<file path="config.mk">
export PLATFORM = sky130hd
export DESIGN_NAME = uart_rx_flat
export DESIGN_NICKNAME = d
export VERILOG_FILES = /design/src/rtl/uart_rx_if.sv /design/src/rtl/uart_rx.sv /design/src/flat_wrapper.sv
export SDC_FILE = /design/constraint.sdc
export NUM_CORES = 1
export LEC_CHECK = 0
export CORE_MARGIN = 2
export CORE_UTILIZATION = 40
export DETAILED_ROUTE_END_ITERATION = 8
export GPL_ROUTABILITY_DRIVEN = 0
export GPL_TIMING_DRIVEN = 0
export HOLD_SLACK_MARGIN = 0.05
export PLACE_DENSITY_LB_ADDON = 0.2
export SYNTH_ARGS = -nofsm -noshare
export SYNTH_HDL_FRONTEND = slang
export SYNTH_SLANG_ARGS = --single-unit
export TNS_END_PERCENT = 50
</file>
<file path="constraint.sdc">
create_clock -name i_clk -period 5.1 [get_ports i_clk]
set_input_delay 0.765 -clock i_clk [delete_from_list [all_inputs] [get_ports i_clk]]
set_output_delay 0.765 -clock i_clk [all_outputs]
set_load 0.01 [all_outputs]
</file>
<file path="src/rtl/uart_rx_if.sv">
// Receive-side bundle of the 8N1 UART receiver: byte, valid/frame-error pulses, busy.
// master = the receiver that drives it, slave = the command/decoder logic that consumes it.
interface uart_rx_if;
  logic [7:0] rx_byte;
  logic       rx_valid;
  logic       rx_frame_err;
  logic       rx_busy;

  modport master (
    output rx_byte,
    output rx_valid,
    output rx_frame_err,
    output rx_busy
  );

  modport slave (
    input rx_byte,
    input rx_valid,
    input rx_frame_err,
    input rx_busy
  );
endinterface

</file>
<file path="src/rtl/uart_rx.sv">
// 8N1 UART receiver: 2-flop synchroniser, mid-bit start check, LSB-first data, stop check.
// Optional macro UART_RX_MAJORITY_EN: 2-of-3 vote around each sample point, decided one cycle later.
module uart_rx #(
  parameter int CLOCK_FREQUENCY = 50_000_000,
  parameter int BAUD_RATE       = 115200
) (
  input  logic       i_clk,
  input  logic       i_rst_n,
  input  logic       i_rx_serial,
  uart_rx_if.master  rx
);

  localparam int CLKS_PER_BIT = CLOCK_FREQUENCY / BAUD_RATE;
  localparam int HALF_BIT     = CLKS_PER_BIT / 2;
  localparam int CNT_W        = $clog2(CLKS_PER_BIT);

`ifdef UART_RX_MAJORITY_EN
  localparam int START_TGT = HALF_BIT;
`else
  localparam int START_TGT = HALF_BIT - 1;
`endif

  localparam logic [CNT_W-1:0] START_LAST = CNT_W'(START_TGT);
  localparam logic [CNT_W-1:0] BIT_LAST   = CNT_W'(CLKS_PER_BIT - 1);

  generate
    if (CLKS_PER_BIT < 8) begin : g_bad_rate
      $error("uart_rx: CLKS_PER_BIT must be at least 8");
    end
  endgenerate

  typedef enum logic [2:0] {
    IDLE      = 3'd0,
    START     = 3'd1,
    DATA      = 3'd2,
    STOP      = 3'd3,
    WAIT_IDLE = 3'd4
  } state_t;

  state_t           state_reg;
  state_t           state_next;
  logic [1:0]       sync_reg;
  logic             rx_s;
  logic             sample;
  logic [CNT_W-1:0] cnt_reg;
  logic [CNT_W-1:0] cnt_next;
  logic [2:0]       bit_idx_reg;
  logic [2:0]       bit_idx_next;
  logic [7:0]       shift_reg;
  logic [7:0]       shift_next;
  logic [7:0]       byte_reg;
  logic [7:0]       byte_next;
  logic             valid_reg;
  logic             valid_next;
  logic             err_reg;
  logic             err_next;
  logic             capture;

  // Both flops reset to the idle level so reset never looks like a start edge.
  always_ff @(posedge i_clk) begin
    if (!i_rst_n) begin
      sync_reg <= 2'b11;
    end else begin
      sync_reg <= {sync_reg[0], i_rx_serial};
    end
  end

  assign rx_s = sync_reg[1];

`ifdef UART_RX_MAJORITY_EN
  logic [1:0] hist_reg;

  always_ff @(posedge i_clk) begin
    if (!i_rst_n) begin
      hist_reg <= 2'b11;
    end else begin
      hist_reg <= {hist_reg[0], rx_s};
    end
  end

  // Counter at the decision point is target+1, so hist holds target and target-1.
  assign sample = (rx_s & hist_reg[0]) | (rx_s & hist_reg[1]) | (hist_reg[0] & hist_reg[1]);
`else
  assign sample = rx_s;
`endif

  generate
    for (genvar gi = 0; gi < 8; gi++) begin : g_shift
      assign shift_next[gi] = (capture && (bit_idx_reg == 3'(gi))) ? sample : shift_reg[gi];
    end
  endgenerate

  always_ff @(posedge i_clk) begin
    if (!i_rst_n) begin
      state_reg   <= IDLE;
      cnt_reg     <= '0;
      bit_idx_reg <= 3'd0;
      shift_reg   <= 8'h00;
      byte_reg    <= 8'h00;
      valid_reg   <= 1'b0;
      err_reg     <= 1'b0;
    end else begin
      state_reg   <= state_next;
      cnt_reg     <= cnt_next;
      bit_idx_reg <= bit_idx_next;
      shift_reg   <= shift_next;
      byte_reg    <= byte_next;
      valid_reg   <= valid_next;
      err_reg     <= err_next;
    end
  end

  always_comb begin
    state_next   = state_reg;
    cnt_next     = cnt_reg + CNT_W'(1);
    bit_idx_next = bit_idx_reg;
    byte_next    = byte_reg;
    valid_next   = 1'b0;
    err_next     = 1'b0;
    capture      = 1'b0;

    case (state_reg)
      IDLE: begin
        if (!rx_s) begin
          state_next = START;
        end
      end

      START: begin
        if (cnt_reg == START_LAST) begin
          bit_idx_next = 3'd0;
          state_next   = sample ? IDLE : DATA;
        end
      end

      DATA: begin
        if (cnt_reg == BIT_LAST) begin
          capture  = 1'b1;
          // The bit period has to restart here even without a state change.
          cnt_next = '0;
          if (bit_idx_reg == 3'd7) begin
            state_next = STOP;
          end else begin
            bit_idx_next = bit_idx_reg + 3'd1;
          end
        end
      end

      STOP: begin
        if (cnt_reg == BIT_LAST) begin
          if (sample) begin
            byte_next  = shift_reg;
            valid_next = 1'b1;
            state_next = IDLE;
          end else begin
            err_next   = 1'b1;
            state_next = WAIT_IDLE;
          end
        end
      end

      WAIT_IDLE: begin
        if (rx_s) begin
          state_next = IDLE;
        end
      end

      default: begin
        state_next = IDLE;
      end
    endcase

    if (state_next != state_reg) begin
      cnt_next = '0;
    end
  end

  assign rx.rx_byte      = byte_reg;
  assign rx.rx_valid     = valid_reg;
  assign rx.rx_frame_err = err_reg;
  assign rx.rx_busy      = (state_reg != IDLE);

endmodule

</file>
<file path="src/flat_wrapper.sv">
// flat-port wrapper written by rule: the top's interface ports become plain ports
module uart_rx_flat 
#(
  parameter int CLOCK_FREQUENCY = 50_000_000,
  parameter int BAUD_RATE       = 115200
)
  (i_clk, i_rst_n, i_rx_serial, rx_rx_byte, rx_rx_valid, rx_rx_frame_err, rx_rx_busy);
  uart_rx_if rx_i ();
  input  logic i_clk;
  input  logic i_rst_n;
  input  logic i_rx_serial;
  output wire logic [$bits(rx_i.rx_byte)-1:0] rx_rx_byte;
  output wire logic [$bits(rx_i.rx_valid)-1:0] rx_rx_valid;
  output wire logic [$bits(rx_i.rx_frame_err)-1:0] rx_rx_frame_err;
  output wire logic [$bits(rx_i.rx_busy)-1:0] rx_rx_busy;
  assign rx_rx_byte = rx_i.rx_byte;
  assign rx_rx_valid = rx_i.rx_valid;
  assign rx_rx_frame_err = rx_i.rx_frame_err;
  assign rx_rx_busy = rx_i.rx_busy;
  uart_rx #(.CLOCK_FREQUENCY(CLOCK_FREQUENCY), .BAUD_RATE(BAUD_RATE)) u_core (.i_clk(i_clk), .i_rst_n(i_rst_n), .i_rx_serial(i_rx_serial), .rx(rx_i));
endmodule
</file>
**Power grid**

The bar under the picture is 20 um long. Pins as bars on the die edge.
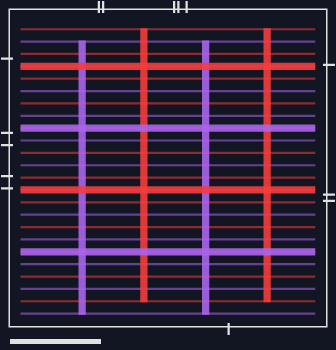
legend:
  VDD:
    colour: red
  VSS:
    colour: purple
met5 straps: 4
met1 rails: 24
rows: 23

**Placed cells, one colour a class**

Fill, decap, tap and diode cells in grey.
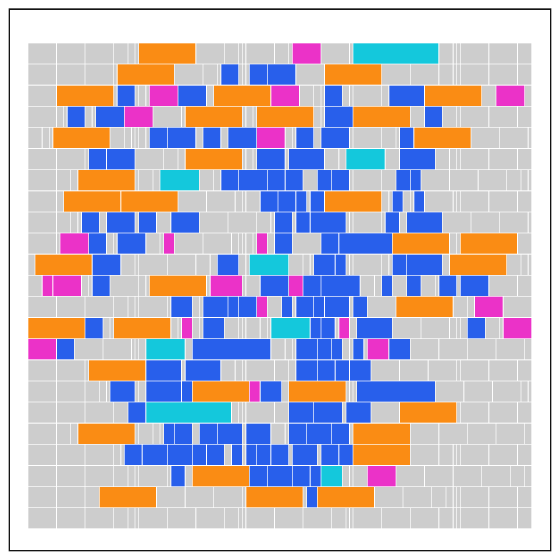
legend:
  remaining buffers and delay cells:
    colour: magenta
    cells: 22
    share_of_their_area: 8.6%
  remaining logic cells:
    colour: blue
    cells: 128
    share_of_their_area: 49%
  clock drivers and dummy loads:
    colour: cyan
    cells: 8
    share_of_their_area: 6.9%
  registers:
    colour: orange
    cells: 35
    share_of_their_area: 36%
proportion of cell area occupied by registers: 34.42%
post-route cell area: 2036 sq um
final core area utilization: 50.17%
area of the placeable core: 4058 sq um
Rows: 23

**Clock wires, drivers and flops**

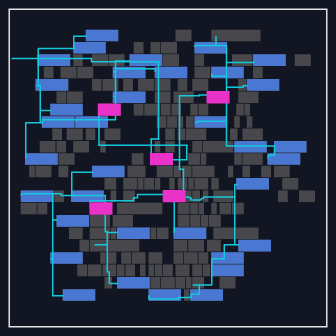
legend:
  flip-flops:
    colour: blue
    count: 35
  clock-net drivers:
    colour: magenta
    count: 5
  clock wires:
    colour: cyan
    length: 452 um
routed clock nets: 6
Layout Skew: 0.004498 ns
source-to-sink clock delay at the later pin of the worst-skew pair: 0.29 ns
share of total power in the clock network: 49.2%

==> run notes <==
Results of the full flow below.

Critical path:
- The STA report counts the stages on the worst setup path as 3.
- The timing report attributes the biggest portion of critical-path delay to buffers and inverters.
- The run gives the worst reg2reg path depth as 7.
- The critical path in this run is classified as reg2out.
- The worst setup path is launched from a register.
- STA lists the endpoint of the worst register-to-register path as u_core.cnt_reg[1]$_SDFF_PP0_.
- The signal on the critical path passes through clkbuf_1, or3_2, clkdlybuf4s50_1.
- The run gives the number of buffer and inverter stages on the critical path as 2.

Floorplanning:
- The run gives the area enclosed by the die boundary as 4832 sq um.
- The run puts the starting density of the core at 42.31%.

Layout:
- The run puts the number of flip-flops under the largest register name at 9.
- The run gives the synthesis-to-finish area growth as 18.59%.
- The run puts the count of non-filler cells in the finished layout at 243.

Placement:
- Including well taps, the total number of placed cells is 235.
- The run puts the post-place setup slack at 2.826 ns.
- The run puts the placed wire-length estimate after detailed placement at 2399 um.

Pwr:
- For this design the ratio of total power to cell area is 296.2 nW/um^2.
- The group that draws the most power in this run is the clock network.
- In the power breakdown, the internal column shows 482.9 uW.
- The run puts the power drawn by the combinational cells at 26.4 uW.

Logic synthesis:
- Summing the areas of all fa, ha and maj instances in the mapped netlist gives 6.560% of the synthesized area.
- Synthesis produced a netlist whose cell count is 173.
- The run puts the total cells reported by yosys after synthesis at 173.
- Per the synthesis report, the AND-OR/OR-AND share of the synthesized area is 3.863%.
- For this run, the register share of the synthesized area comes to 40.82%.
- The run gives the synthesized area per cell as 9.923 sq um.
- In the synthesized netlist, the dominant kind of combinational cell is simple AND/OR/NAND/NOR gates.
- The run gives the proportion of synthesized flip-flops having asynchronous set or reset as 0%.
- In this run the cell area of the synthesized design comes to 1717 sq um.
- The synthesized netlist devotes 5.175% of its cell area to XOR and XNOR gates.

Job:
- The run puts the max capacitance violation total at 0.
- The run puts the number of warnings in the stage logs at 32.

GRT:
- After global routing, the most crowded layer is met1.
- The run gives the first-pass GRT wire length as 5761 um.
- The run gives the routing usage on met1 as 21.07%.
- The run puts the number of global-route vias before repair at 1220.
- The global route stage reports its total congestion overflow as 0.
- The run puts the met3 track demand over resource in global routing at 5.087%.

Route:
- The run gives the iteration-0 DRC count of the detailed router as 49.
- Dividing the detail-routed via count by the number of cells gives 5.296.
- The run gives the routed length per instance as 13.89 um.
- The run gives the via count as 1287.

Timing:
- The run gives the final worst setup slack as 2.515 ns.
- Setup repair after global routing left no endpoint under its margin.
- The worst pin sits at a relative slew slack of 70.09%.
- The run puts the slew of the pin with the lowest slew margin at 0.4486 ns.

Clocking:
- Counting every sink on the clock net gives 35.
- Per the repair_timing log after CTS, setup buffers inserted total 0.

Status:
- The run finished with clean final reports.

Min path:
- The run gives the path type of the worst min-delay path as reg2reg.
**Signal wires by layer**

The bar under the picture is 20 um long. Two of the layers only.
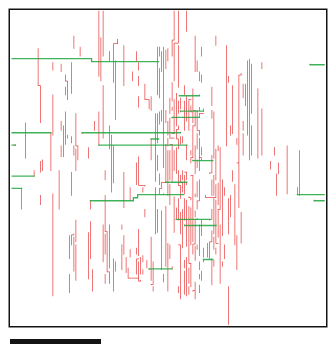
legend:
  M2:
    colour: red
    wire_length: 1450 um
  M3:
    colour: green
    wire_length: 170 um

**Clock nets**

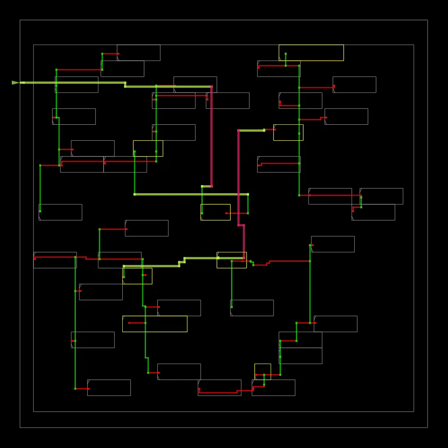
number of clock buffers in the layout: 5
power consumed by the clock network: 297 uW

[worst min-delay path by stage]
| stage | from | endpoint | slack (ns) | depth (start not counted) |
|---|---|---|---|---|
| 6_report | u_core.sync_reg[0]$_SDFF_PN1_ | u_core.sync_reg[1]$_SDFF_PN1_ | 0.41 | 1 |
| 5_1_grt | u_core.sync_reg[0]$_SDFF_PN1_ | u_core.sync_reg[1]$_SDFF_PN1_ | 0.44 | 1 |
| 4_1_cts | u_core.sync_reg[0]$_SDFF_PN1_ | u_core.sync_reg[1]$_SDFF_PN1_ | 0.41 | 1 |
| 3_5_place_dp | u_core.sync_reg[0]$_SDFF_PN1_ | u_core.sync_reg[1]$_SDFF_PN1_ | 0.39 | 1 |
| 3_3_place_gp | u_core.sync_reg[0]$_SDFF_PN1_ | u_core.sync_reg[1]$_SDFF_PN1_ | 0.39 | 1 |
| 2_1_floorplan | u_core.sync_reg[0]$_SDFF_PN1_ | u_core.sync_reg[1]$_SDFF_PN1_ | 0.39 | 1 |
[metal layers]
metal	wire (um)	vias to the layer above	share of wire (%)
met4	61	0	1.8
li1	-	647	-
met3	170	7	5.0
met1	1690	604	50
met5	0	-	0
met2	1453	29	43
[metrics by stage]
step           hold slack (ns)  utilization (%)  total power [uW]  cell area (sq um)
6_report                0.4106            50.17             602.9               2036
5_1_grt                 0.4424            50.17             627.2               2036
4_1_cts                 0.4108            50.17             609.1               2036
3_5_place_dp            0.3931            46.81             312.4               1899
3_3_place_gp            0.3924            46.81             311.8               1899
2_1_floorplan           0.3863                -             305.2               1717
[cell type report]
class	count	share of cell area (%)
inverter	8	1.475
buffer	10	2.459
timing repair buffer	12	5.900
sequential	35	34.42
clock inverter	3	3.319
clock buffer	5	3.380
multi-input combinational	120	45.97
tap	50	3.073
Power and IR drop assume default switching activity.
